Figure 1. Nets reached from selected ports.
(1 px per um)
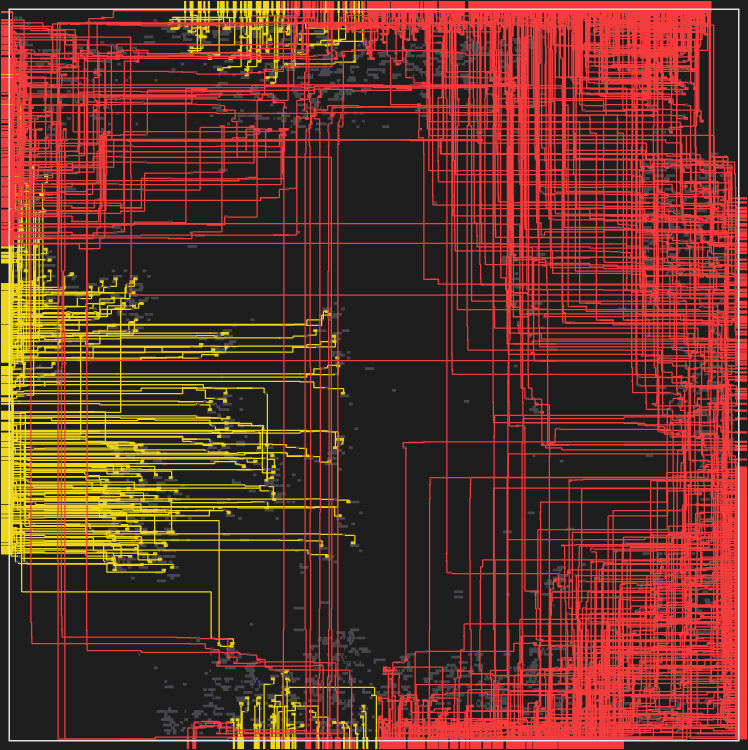
Figure 2. Wiring by layer.
(1 px per um)
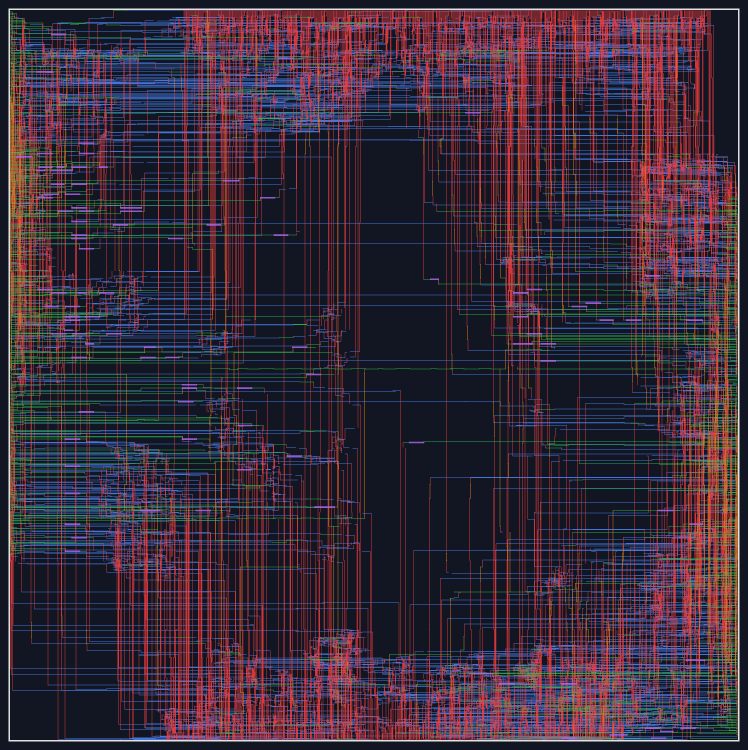
Figure 3. Sequential cells grouped by signal name.
(1 px per um) Other sequential cells in the stronger gray, the rest of the logic in the fainter gray.
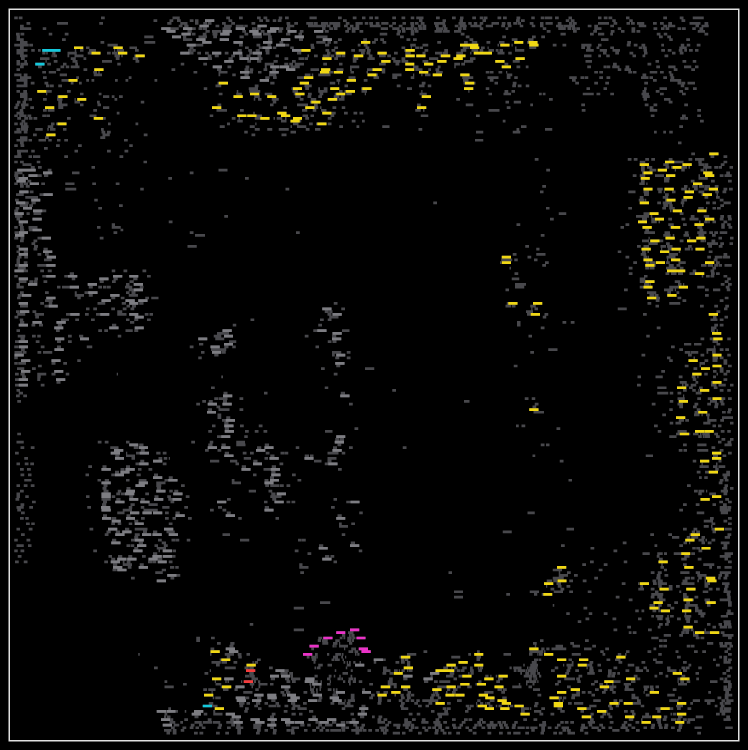
Figure 4. Clock wiring as the flow saved it.
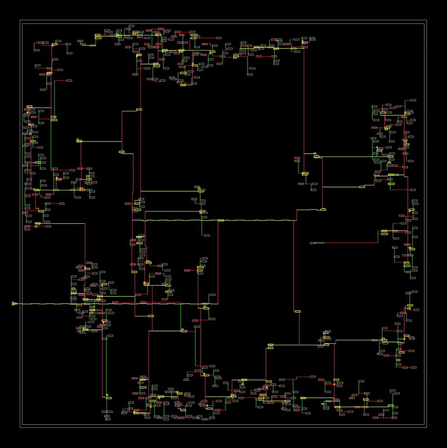
### src/rtl/rep_det_sched.sv
// ---------------------------------------------------------------------------
// rep_det_sched
//
// Purpose:
//   Owns the game-history stack that feeds a single rep_det instance and
//   shares that instance's query port among NUM_REQ requesters. The search
//   pushes and pops positions as moves are made and unmade. Requesters
//   submit a board plus castle mask and get back a thrice-repetition verdict.
//   Only one query is in flight at a time. The history depth is frozen while
//   a query is in flight.
//
// Parameters:
//   REPDET_WIDTH  history address width (max depth 2^REPDET_WIDTH-1)
//   NUM_REQ       number of query requesters (>=1)
//
// Ports:
//   clk, reset_n                        clock, async active-low reset
//   hist_push/hist_pop/hist_clear       history operations (clear > push&pop > push > pop)
//   hist_board, hist_castle_mask        entry to push
//   hist_ready                          history ops accepted this cycle (scheduler idle)
//   hist_depth, hist_full, hist_empty   stack occupancy
//   hist_overflow                       sticky push-while-full flag, cleared by hist_clear
//   req_valid/req_board/req_castle_mask per-requester query, held until req_ready
//   req_ready                           one-hot single-cycle accept
//   rsp_valid, rsp_rep                  one-hot verdict strobe and verdict
//   rd_*                                rep_det query and history-RAM interface
// ---------------------------------------------------------------------------
`ifndef BOARD_WIDTH
`define BOARD_WIDTH 256
`endif

module rep_det_sched #(
    parameter int REPDET_WIDTH = 8,
    parameter int NUM_REQ      = 4
) (
    input  logic                              clk,
    input  logic                              reset_n,
    input  logic                              hist_push,
    input  logic                              hist_pop,
    input  logic                              hist_clear,
    input  logic [`BOARD_WIDTH-1:0]           hist_board,
    input  logic [3:0]                        hist_castle_mask,
    output logic                              hist_ready,
    output logic [REPDET_WIDTH-1:0]           hist_depth,
    output logic                              hist_full,
    output logic                              hist_empty,
    output logic                              hist_overflow,
    input  logic [NUM_REQ-1:0]                req_valid,
    input  logic [NUM_REQ*`BOARD_WIDTH-1:0]   req_board,
    input  logic [NUM_REQ*4-1:0]              req_castle_mask,
    output logic [NUM_REQ-1:0]                req_ready,
    output logic [NUM_REQ-1:0]                rsp_valid,
    output logic                              rsp_rep,
    output logic [`BOARD_WIDTH-1:0]           rd_board,
    output logic [3:0]                        rd_castle_mask,
    output logic                              rd_board_valid,
    output logic                              rd_clear_sample,
    output logic [`BOARD_WIDTH-1:0]           rd_ram_board,
    output logic [3:0]                        rd_ram_castle_mask,
    output logic [REPDET_WIDTH-1:0]           rd_ram_wr_addr,
    output logic [REPDET_WIDTH-1:0]           rd_ram_depth,
    output logic                              rd_ram_wr_en,
    input  logic                              rd_thrice_rep,
    input  logic                              rd_thrice_rep_valid
);

    localparam int GW = (NUM_REQ > 1) ? $clog2(NUM_REQ) : 1;
    localparam logic [REPDET_WIDTH-1:0] MAX_DEPTH = '1;
    localparam logic [REPDET_WIDTH-1:0] ONE       = REPDET_WIDTH'(1);

    typedef enum logic [1:0] {
        IDLE  = 2'd0,
        ISSUE = 2'd1,
        WAIT  = 2'd2,
        DRAIN = 2'd3
    } state_t;

    state_t                    state;
    state_t                    state_next;

    logic [REPDET_WIDTH-1:0]   depth;
    logic                      overflow;
    logic                      op_seen;
    logic                      hist_op;
    logic                      grant_ok;

    logic [GW-1:0]             grant;
    logic [GW-1:0]             rr_ptr;
    logic                      has_grant;
    logic [GW-1:0]             pick;
    logic                      pick_found;

    logic [`BOARD_WIDTH-1:0]   board_q;
    logic [3:0]                castle_q;
    logic [NUM_REQ-1:0]        rsp_valid_q;
    logic                      rsp_rep_q;
    logic                      clear_q;

    logic                      ram_wr_en_q;
    logic [REPDET_WIDTH-1:0]   ram_wr_addr_q;
    logic [`BOARD_WIDTH-1:0]   ram_board_q;
    logic [3:0]                ram_castle_q;

    // A history op counts as presented whenever any op line is high while
    // idle, even when it turns out to be a no-op (pop when empty, push when
    // full). Requests wait one extra cycle after any op so that the
    // registered RAM write reaches rep_det before the query is issued.
    assign hist_op  = (state == IDLE) && (hist_clear || hist_push || hist_pop);
    assign grant_ok = (state == IDLE) && (|req_valid) && !hist_op && !op_seen;

    assign hist_ready    = (state == IDLE);
    assign hist_depth    = depth;
    assign hist_full     = (depth == MAX_DEPTH);
    assign hist_empty    = (depth == '0);
    assign hist_overflow = overflow;

    assign rd_board           = board_q;
    assign rd_castle_mask     = castle_q;
    assign rd_board_valid     = (state == ISSUE);
    assign rd_clear_sample    = clear_q;
    assign rd_ram_board       = ram_board_q;
    assign rd_ram_castle_mask = ram_castle_q;
    assign rd_ram_wr_addr     = ram_wr_addr_q;
    assign rd_ram_wr_en       = ram_wr_en_q;
    assign rd_ram_depth       = depth;

    assign rsp_valid = rsp_valid_q;
    assign rsp_rep   = rsp_rep_q;

    // Round-robin search. Before the first completed query there is no
    // "last grant", so the search starts at requester 0; afterwards it starts
    // one past the requester that was served last.
    always_comb begin
        int start_idx;
        int idx;
        start_idx  = 0;
        idx        = 0;
        pick       = '0;
        pick_found = 1'b0;
        if (has_grant) begin
            start_idx = (int'(rr_ptr) + 1) % NUM_REQ;
        end
        for (int k = 0; k < NUM_REQ; k++) begin
            idx = (start_idx + k) % NUM_REQ;
            if (!pick_found && req_valid[idx]) begin
                pick_found = 1'b1;
                pick       = GW'(idx);
            end
        end
    end

    // Next-state logic and the one-cycle accept strobe for the granted requester.
    always_comb begin
        state_next = state;
        req_ready  = '0;
        case (state)
            IDLE: begin
                if (grant_ok && pick_found) begin
                    state_next = ISSUE;
                end
            end
            ISSUE: begin
                req_ready[grant] = 1'b1;
                state_next       = WAIT;
            end
            WAIT: begin
                if (rd_thrice_rep_valid) begin
                    state_next = DRAIN;
                end
            end
            DRAIN: begin
                if (!rd_thrice_rep_valid) begin
                    state_next = IDLE;
                end
            end
            default: state_next = IDLE;
        endcase
    end

    always_ff @(posedge clk or negedge reset_n) begin
        if (!reset_n) begin
            state <= IDLE;
        end else begin
            state <= state_next;
        end
    end

    // History stack. The RAM write is registered so rep_det sees it one cycle
    // after the op, while the depth counter updates immediately.
    always_ff @(posedge clk or negedge reset_n) begin
        if (!reset_n) begin
            depth         <= '0;
            overflow      <= 1'b0;
            op_seen       <= 1'b0;
            ram_wr_en_q   <= 1'b0;
            ram_wr_addr_q <= '0;
            ram_board_q   <= '0;
            ram_castle_q  <= '0;
        end else begin
            op_seen     <= hist_op;
            ram_wr_en_q <= 1'b0;
            if (hist_op) begin
                if (hist_clear) begin
                    depth    <= '0;
                    overflow <= 1'b0;
                end else if (hist_push && hist_pop) begin
                    ram_wr_en_q  <= 1'b1;
                    ram_board_q  <= hist_board;
                    ram_castle_q <= hist_castle_mask;
                    if (depth == '0) begin
                        ram_wr_addr_q <= '0;
                        depth         <= ONE;
                    end else begin
                        ram_wr_addr_q <= depth - ONE;
                    end
                end else if (hist_push) begin
                    if (depth == MAX_DEPTH) begin
                        overflow <= 1'b1;
                    end else begin
                        ram_wr_en_q   <= 1'b1;
                        ram_wr_addr_q <= depth;
                        ram_board_q   <= hist_board;
                        ram_castle_q  <= hist_castle_mask;
                        depth         <= depth + ONE;
                    end
                end else if (hist_pop) begin
                    if (depth != '0) begin
                        depth <= depth - ONE;
                    end
                end
            end
        end
    end

    // Query path: latch the granted slice, return the verdict as a one-cycle
    // strobe, and only move the round-robin pointer once rep_det has dropped
    // its valid so the next grant cannot overlap the old verdict.
    always_ff @(posedge clk or negedge reset_n) begin
        if (!reset_n) begin
            grant       <= '0;
            rr_ptr      <= '0;
            has_grant   <= 1'b0;
            board_q     <= '0;
            castle_q    <= '0;
            rsp_valid_q <= '0;
            rsp_rep_q   <= 1'b0;
            clear_q     <= 1'b0;
        end else begin
            rsp_valid_q <= '0;
            clear_q     <= 1'b0;
            if (state == IDLE && grant_ok && pick_found) begin
                grant    <= pick;
                board_q  <= req_board[int'(pick)*`BOARD_WIDTH +: `BOARD_WIDTH];
                castle_q <= req_castle_mask[int'(pick)*4 +: 4];
            end
            if (state == WAIT && rd_thrice_rep_valid) begin
                rsp_valid_q[grant] <= 1'b1;
                rsp_rep_q          <= rd_thrice_rep;
                clear_q            <= 1'b1;
            end
            if (state == DRAIN && !rd_thrice_rep_valid) begin
                rr_ptr    <= grant;
                has_grant <= 1'b1;
            end
        end
    end

endmodule
### config.mk
export PLATFORM = sky130hd
export DESIGN_NAME = rep_det_sched
export DESIGN_NICKNAME = d
export VERILOG_FILES = /design/src/rtl/rep_det_sched.sv
export SDC_FILE = /design/constraint.sdc
export NUM_CORES = 2
export LEC_CHECK = 0
export ABC_AREA = 0
export CAP_MARGIN = 40
export CORE_AREA = 4 4 724 726
export DETAILED_ROUTE_END_ITERATION = 7
export DIE_AREA = 0 0 728 730
export PLACE_DENSITY = 0.31
export RECOVER_POWER = 25
export SYNTH_ARGS = -nofsm -noshare
export SYNTH_HDL_FRONTEND = slang
export SYNTH_SLANG_ARGS = --single-unit
### constraint.sdc
create_clock -name clk -period 6.8 [get_ports clk]
set_input_delay 1.36 -clock clk [delete_from_list [all_inputs] [get_ports clk]]
set_output_delay 1.36 -clock clk [all_outputs]
set_load 0.005 [all_outputs]
==> out/summary.txt <==
Critical Path, Cell by Cell: buf_8, buf_12, clkbuf_1
Fin. Hold Viols: 0
Buffering overhead: 0.3376
Largest net degree at the start of global routing: 108
Initial DRC Count: 1,975
Flop share of the area: 0.2293
Comb gate area: 13,890 sq um
Max FO, Critical Path: 62
Adder share: 0.003058
Distinct lib cells used: 55
Fin Clk Skew: 0.07431 ns
Die area: 531,400 sq um
Synthesized area per cell: 12.74 sq um
Finish-stage setup viols: 0
Pre-antenna DRT Iters: 7
Buffers excl. clock: 2,023
Routed WL: 410.2 mm
Clk latency late pin: 0.85 ns
Aoi share: 0.1372
Clock network area share: 0.05530
Placed instance count: 10,990
Layout cells sized above 1: 0.1856
Commonest Layout Cell: clkdlybuf4s50_1
Crit start category: input port
GRT Residual Overflow: 0
Pre-CTS WS: 1.685 ns
Leak: 22.40 nW
Seq_cells: 552
Sequential area share after synthesis: 0.4822
Max-slew headroom: -1.320
Flip-flops with a built-in enable: 0
Post-DP Area: 56,810 sq um
Commonest cells in the netlist: dfrtp_1, mux2i_1, nand2_1
Final Cell Area: 60,250 sq um
Cell family with most CP delay: buffers and inverters
VDD IR max: 0.0001891 V
Slowest cell on the critical path: clkbuf_1
PnR worst setup slack: 2.209 ns
Root buffer cell: clkbuf_16
OpenROAD warnings: 37
Yosys top cell by instances: dfrtp_1
Total global-route track usage: 0.1482
Pwr Total: 0.02612 W
NetSw: 0.01136 W
Mapped Area: 28,640 sq um
Fmax: 217.8 MHz
CTS tree: yes
Mapped Nets: 3,566
First-pass GRT wire length: 483.2 mm
Least-Margin Pin Slew: 3.480 ns
Antenna viol nets, final: 0
Via Count: 31,040
Clock network power: 0.00544 W
Synth-to-Final Area Change: 110.3%
Most frequent cells in the layout: clkdlybuf4s50_1, dfrtp_1, mux2i_1, nand2_1, mux2_2
Die Y: 730 um
Fin cells: 11,220
Average via count per standard cell: 2.766
Clock slew seen by the registers of the worst setup and hold paths: 0.06 ns
Worst hold slack: 0.4892 ns
Final min period: 4.591 ns
Combinational cell power: 0.0145 W
Max Cap Violations: 7
Tap cells: 6,916
Seq group: 0.00618 W
Dominant comb cell: multiplexers
#MultiIn Comb: 1,488
RSZ-0062 raised after global routing: no
Outcome: complete, but fails checks
Failing checks: capacitance limit, slew limit
Comb pwr share: 0.555
Cell type with the largest total area: dfrtp_1
Internal power: 0.01476 W
Most used flip-flop cell: dfrtp_1
H-tree levels: 3
Ys flops: 552
Sum Neg Setup Slack: 0 ns
Fin. max-slew vios: 398
Ys Warns: 0
Seq pwr share: 0.237
Worst hold-check path type: flop to flop
Worst path max stage delay: 2.30 ns
Hpwl dp: 370.5 mm
Yosys simple share: 0.05285
Yosys cell count: 2,248
FP Rows: 264
Antenna violations before repair: 393
Notes on Figure 1 above:
legend:
  hist_board:
    color: yellow
    bits: 256
    direction: input
    edge: 181 left, 45 top, 30 bottom
    end_cells: 256
    buffers: 256
    wire: 33.0 mm
  req_board:
    color: red
    bits: 1,024
    direction: input
    edge: 373 top, 287 right, 230 bottom, 134 left
    end_cells: 512
    buffers: 1,026
    wire: 159 mm
I/O Buffers: 1,870
Ports: 1,871

Notes on Figure 2 above:
legend:
  M3:
    color: green
    wire_length: 36.0 mm
  M5:
    color: purple
    wire_length: 1,350 um
  M1:
    color: blue
    wire_length: 157 mm
  M2:
    color: red
    wire_length: 203 mm
  M4:
    color: orange
    wire_length: 13,100 um

Notes on Figure 3 above:
legend:
  rd_castle_mask:
    color: cyan
    placed_flops: 4
  hist_depth:
    color: magenta
    placed_flops: 8
    where: bottom middle
  rd_board:
    color: yellow
    placed_flops: 256
    where: widely spread
  state:
    color: red
    placed_flops: 2
not colored: 282

Notes on Figure 4 above:
clkbuf count: 122
CTS Buf Count: 95

-- worst paths after layout --
| path | cells after the start | to | slack, ns | from |
|---|---|---|---|---|
| max in group clk | 4 | hist_empty | 2.26 | hist_depth[2] |
| min reg2reg | 2 | rd_board[163] | 0.49 | rd_board[163] |
| max reg2reg | 7 | rd_board[4] | 3.01 | has_grant |
| max | 3 | rd_board[146] | 2.21 | reset_n |
| min in group asynchronous | 1 | rd_ram_board[126] | 0.56 | reset_n |
| min | 2 | rd_board[163] | 0.49 | rd_board[163] |
-- layer usage --
layer	vias up	wire, um	global-route usage
met5	-	1354	0
met4	198	13090	0.03452
met3	745	35980	0.05583
met2	2013	202600	0.2622
met1	15640	157200	0.1676
li1	12450	-	-
Power and IR drop assume default switching activity.
